==> src/rtl/arm_mem_arbiter.sv <==
// arm_mem_arbiter: shares one arm_memory port between instruction fetch and load/store.
// Define ARM_MEM_ARB_FIXED_PRIO_EN for strict LS priority instead of round-robin.
module arm_mem_arbiter #(
  parameter int ADDR_W      = 32,
  parameter int DATA_W      = 32,
  parameter int MEM_LATENCY = 1
) (
  input  logic              clk,
  input  logic              rst_b,
  input  logic              if_req,
  input  logic [ADDR_W-1:0] if_addr,
  output logic              if_gnt,
  output logic              if_rvalid,
  output logic [DATA_W-1:0] if_rdata,
  output logic              if_excpt,
  input  logic              ls_req,
  input  logic              ls_we,
  input  logic [ADDR_W-1:0] ls_addr,
  input  logic [DATA_W-1:0] ls_wdata,
  output logic              ls_gnt,
  output logic              ls_rvalid,
  output logic [DATA_W-1:0] ls_rdata,
  output logic              ls_excpt,
  output logic [ADDR_W-1:0] mem_addr,
  output logic [DATA_W-1:0] mem_data_in,
  output logic              mem_we,
  input  logic              mem_excpt,
  input  logic [DATA_W-1:0] mem_data_out
);

  typedef enum logic {IDLE, ACCESS} state_e;

  localparam logic [3:0] LAT_M1 = 4'(MEM_LATENCY - 1);

  state_e            state_q, state_d;
  logic [3:0]        cnt_q, cnt_d;
  logic              ownerLs_q, ownerLs_d;
  logic              accWe_q, accWe_d;
  logic [ADDR_W-1:0] memAddr_q, memAddr_d;
  logic [DATA_W-1:0] memDataIn_q, memDataIn_d;
  logic              memWe_q, memWe_d;
  logic              ifGnt_q, ifGnt_d;
  logic              lsGnt_q, lsGnt_d;
  logic              ifRvalid_q, ifRvalid_d;
  logic              lsRvalid_q, lsRvalid_d;
  logic [DATA_W-1:0] ifRdata_q, ifRdata_d;
  logic [DATA_W-1:0] lsRdata_q, lsRdata_d;
  logic              ifExcpt_q, ifExcpt_d;
  logic              lsExcpt_q, lsExcpt_d;

  logic grant;
  logic pickLs;
  logic done;

  assign grant = (state_q == IDLE) && (if_req || ls_req);
  assign done  = (state_q == ACCESS) && (cnt_q == 4'd0);

`ifdef ARM_MEM_ARB_FIXED_PRIO_EN
  assign pickLs = ls_req;
`else
  // Pointer resets to "IF granted last" so LS wins the first tie.
  logic lastIsLs_q;

  assign pickLs = ls_req && (!if_req || !lastIsLs_q);

  always_ff @(posedge clk or negedge rst_b) begin
    if (!rst_b)
      lastIsLs_q <= 1'b0;
    else if (grant)
      lastIsLs_q <= pickLs;
  end
`endif

  always_ff @(posedge clk or negedge rst_b) begin
    if (!rst_b) begin
      state_q     <= IDLE;
      cnt_q       <= 4'd0;
      ownerLs_q   <= 1'b0;
      accWe_q     <= 1'b0;
      memAddr_q   <= '0;
      memDataIn_q <= '0;
      memWe_q     <= 1'b0;
      ifGnt_q     <= 1'b0;
      lsGnt_q     <= 1'b0;
      ifRvalid_q  <= 1'b0;
      lsRvalid_q  <= 1'b0;
      ifRdata_q   <= '0;
      lsRdata_q   <= '0;
      ifExcpt_q   <= 1'b0;
      lsExcpt_q   <= 1'b0;
    end else begin
      state_q     <= state_d;
      cnt_q       <= cnt_d;
      ownerLs_q   <= ownerLs_d;
      accWe_q     <= accWe_d;
      memAddr_q   <= memAddr_d;
      memDataIn_q <= memDataIn_d;
      memWe_q     <= memWe_d;
      ifGnt_q     <= ifGnt_d;
      lsGnt_q     <= lsGnt_d;
      ifRvalid_q  <= ifRvalid_d;
      lsRvalid_q  <= lsRvalid_d;
      ifRdata_q   <= ifRdata_d;
      lsRdata_q   <= lsRdata_d;
      ifExcpt_q   <= ifExcpt_d;
      lsExcpt_q   <= lsExcpt_d;
    end
  end

  always_comb begin
    state_d = state_q;
    cnt_d   = cnt_q;
    case (state_q)
      IDLE: begin
        if (grant) begin
          state_d = ACCESS;
          cnt_d   = LAT_M1;
        end
      end
      ACCESS: begin
        if (cnt_q == 4'd0)
          state_d = IDLE;
        else
          cnt_d = cnt_q - 4'd1;
      end
      default: state_d = IDLE;
    endcase
  end

  // mem_addr/mem_data_in only move on a grant so the memory never sees stray addresses.
  always_comb begin
    ownerLs_d   = ownerLs_q;
    accWe_d     = accWe_q;
    memAddr_d   = memAddr_q;
    memDataIn_d = memDataIn_q;
    memWe_d     = 1'b0;
    ifGnt_d     = 1'b0;
    lsGnt_d     = 1'b0;
    ifRvalid_d  = 1'b0;
    lsRvalid_d  = 1'b0;
    ifRdata_d   = ifRdata_q;
    lsRdata_d   = lsRdata_q;
    ifExcpt_d   = ifExcpt_q;
    lsExcpt_d   = lsExcpt_q;
    if (grant) begin
      ownerLs_d = pickLs;
      accWe_d   = pickLs && ls_we;
      memWe_d   = pickLs && ls_we;
      lsGnt_d   = pickLs;
      ifGnt_d   = !pickLs;
      if (pickLs) begin
        memAddr_d   = ls_addr;
        memDataIn_d = ls_wdata;
      end else begin
        memAddr_d = if_addr;
      end
    end
    if (done) begin
      if (ownerLs_q) begin
        lsRvalid_d = 1'b1;
        lsRdata_d  = accWe_q ? '0 : mem_data_out;
        lsExcpt_d  = mem_excpt;
      end else begin
        ifRvalid_d = 1'b1;
        ifRdata_d  = mem_data_out;
        ifExcpt_d  = mem_excpt;
      end
    end
  end

  assign if_gnt      = ifGnt_q;
  assign if_rvalid   = ifRvalid_q;
  assign if_rdata    = ifRdata_q;
  assign if_excpt    = ifExcpt_q;
  assign ls_gnt      = lsGnt_q;
  assign ls_rvalid   = lsRvalid_q;
  assign ls_rdata    = lsRdata_q;
  assign ls_excpt    = lsExcpt_q;
  assign mem_addr    = memAddr_q;
  assign mem_data_in = memDataIn_q;
  assign mem_we      = memWe_q;

endmodule

==> config.mk <==
export PLATFORM = sky130hd
export DESIGN_NAME = arm_mem_arbiter
export DESIGN_NICKNAME = d
export VERILOG_FILES = /design/src/rtl/arm_mem_arbiter.sv
export SDC_FILE = /design/constraint.sdc
export NUM_CORES = 1
export LEC_CHECK = 0
export CORE_MARGIN = 2
export CORE_UTILIZATION = 45
export DETAILED_ROUTE_END_ITERATION = 12
export GPL_TIMING_DRIVEN = 0
export PLACE_DENSITY = 0.86
export SYNTH_ARGS = -nofsm -noshare
export SYNTH_HDL_FRONTEND = slang
export SYNTH_SLANG_ARGS = --single-unit
==> constraint.sdc <==
create_clock -name clk -period 3.9 [get_ports clk]
set_input_delay 0.39 -clock clk [delete_from_list [all_inputs] [get_ports clk]]
set_output_delay 0.39 -clock clk [all_outputs]
set_load 0.005 [all_outputs]
### M2 wires

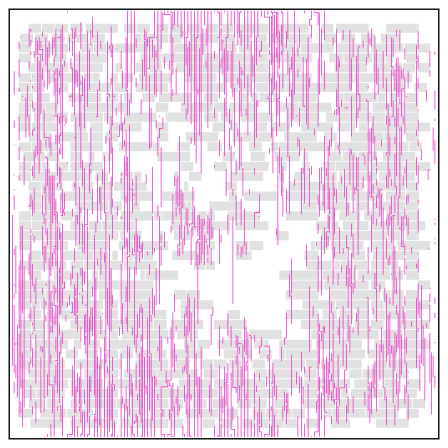
The layer carries 8170 um of wire. The layer holds 51% of the routed length.

### Signal wires by layer

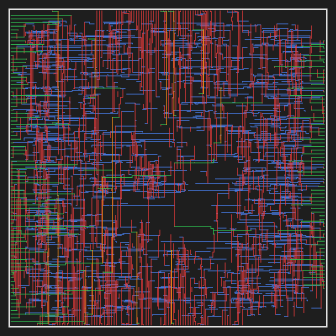
met1: in blue, wire length 6080 um. met2: in red, wire length 8170 um. met4: in orange, wire length 469 um. met3: in green, wire length 1260 um.

### Routing congestion map

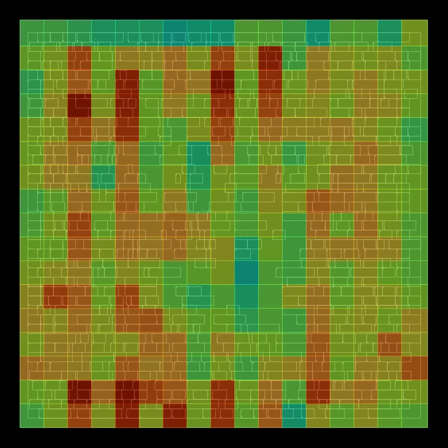
Core Util, Final: 73.4%
Total GRT Usage: 23.6%
met3 GRT Util: 7.85%
M2 GR Usage: 40.7%

### M3 wires

Bar = 20 um.
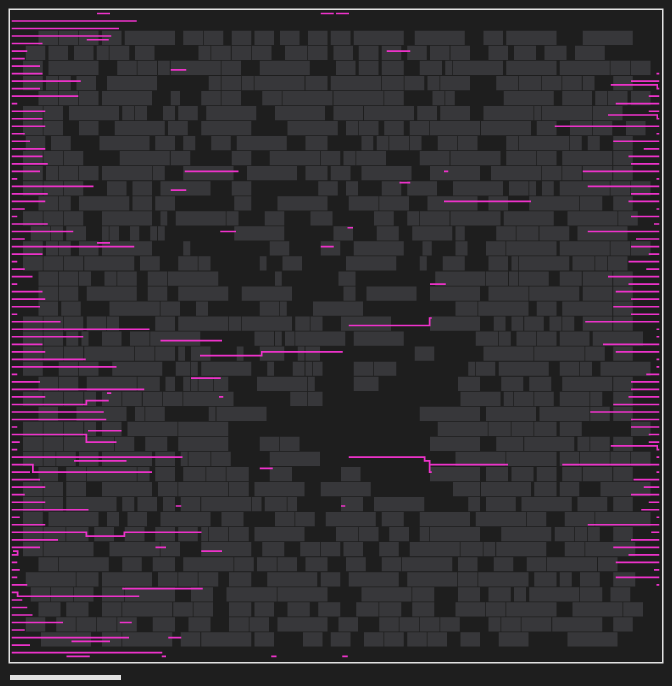
The layer carries 1260 um of wire. The longest straight run is 30.6 um. The layer holds 7.9% of the routed length.

### Clock distribution

Bar = 20 um.
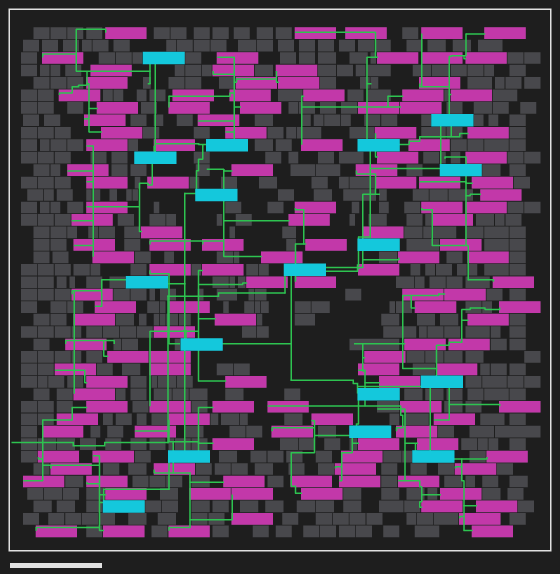
clock wires: in green, length 1720 um. cells driving clock nets: in cyan, count 17. flip-flops: in magenta, count 142.
There are 18 routed clock nets.

==> results.yml <==
# physical design summary
run_status:
  outcome: "finished clean"
clock_network:
  cts_made_buffers: 17
  cts.repair.resized: 0
  cts_tree: "done"
  cts_hold_buf: 0
  ctsLongestPathBuffers: 2
  htreeDepth: 4
setup_path:
  cp-endpoint: "if_rdata[18]"
  r2r-end: "if_rdata[18]"
  slowest_stage: "nor4_2"
  cp_top_family: "simple AND/OR/NAND/NOR gates"
  required_ps: 4190
  critPathLaunch: "cnt_q[0]"
  r2r_start: "cnt_q[0]"
power_and_ir_drop:
  p_int_mw: 4.19
  peakVddDrop_v: 0.000328
  p_leak_nw: 4.03
  pwr-share-comb_pct: 34.6
  clk-power_mw: 1.48
  p_sw_share_pct: 25.2
  maxPowerGroup: "sequential cells"
  p_seq_mw: 2.19
  pwr-share-seq_pct: 39.0
  power_density_nw_per_um2: 602
  total_power_mw: 5.60
worst_hold_path:
  hold_path.class: "input port to async pin"
timing:
  tightest_slew_ps: 755
  finalClockPeriodUsage_pct: 56.2
  max_freq_ghz: 0.456
  slew_headroom_pct: 49.7
  min_period_ps: 2190
  fin_skew_ps: 8.94
  finalHoldViolCount: 0
layout:
  syn_to_final_growth_pct: 59.3
  final_cell_area_um2: 9300
  logic_gates: 217
  seq_share_pct: 38.2
  layout-drive-gt1-share_pct: 20.3
  nets: 813
  final-instance-count-excl-fill: 862
  logic_area_um2: 2100
  nFillCells: 845
  buffers: 293
  bufAreaShareNonClock_pct: 30.8
  layout.cells.most_common: "clkdlybuf4s50_1"
synthesis:
  adder_share_pct: 0.214
  yosys_cells: 390
  ys.flop_type: "dfrtp_1"
  postSynthAreaPerCell_um2: 15.0
  top_area_cell: "dfrtp_1"
  synthArstFlopShare_pct: 100
  edf_count: 0
  synth.most_common_cell: "dfrtp_1"
  synthTopLogicFamily: "multiplexers"
  mux_area_share_pct: 21.1
  ys_area_um2: 5840
  seq_area_frac_synth_pct: 60.8
  synth_top_area_share_pct: 60.8
  xor_share_pct: 0
  synthSimpleGateAreaFrac_pct: 7.99
placement:
  place.gp.congestion: 0.809
  place_ws_ps: 1560
  portBuffers: 268
  detailed_place_hpwl_um: 12300
  place_inst: 831
routing:
  viasPerCell: 5.03
  wl_um: 16000
  drt_first_pass_iters: 4
  drt_iter0_drc: 232
  drc_errors: 0
floorplan:
  die_h_um: 118
  core_area_um2: 12700
  io_pins: 269
  well_tap_count: 172
  std_cell_rows: 41
global_route:
  top_usage_layer: "met2"
  gr-usage-met1_pct: 26.4
job:
  cap_violations: 0
No activity file was given, so power comes from the tool's default toggle rates.
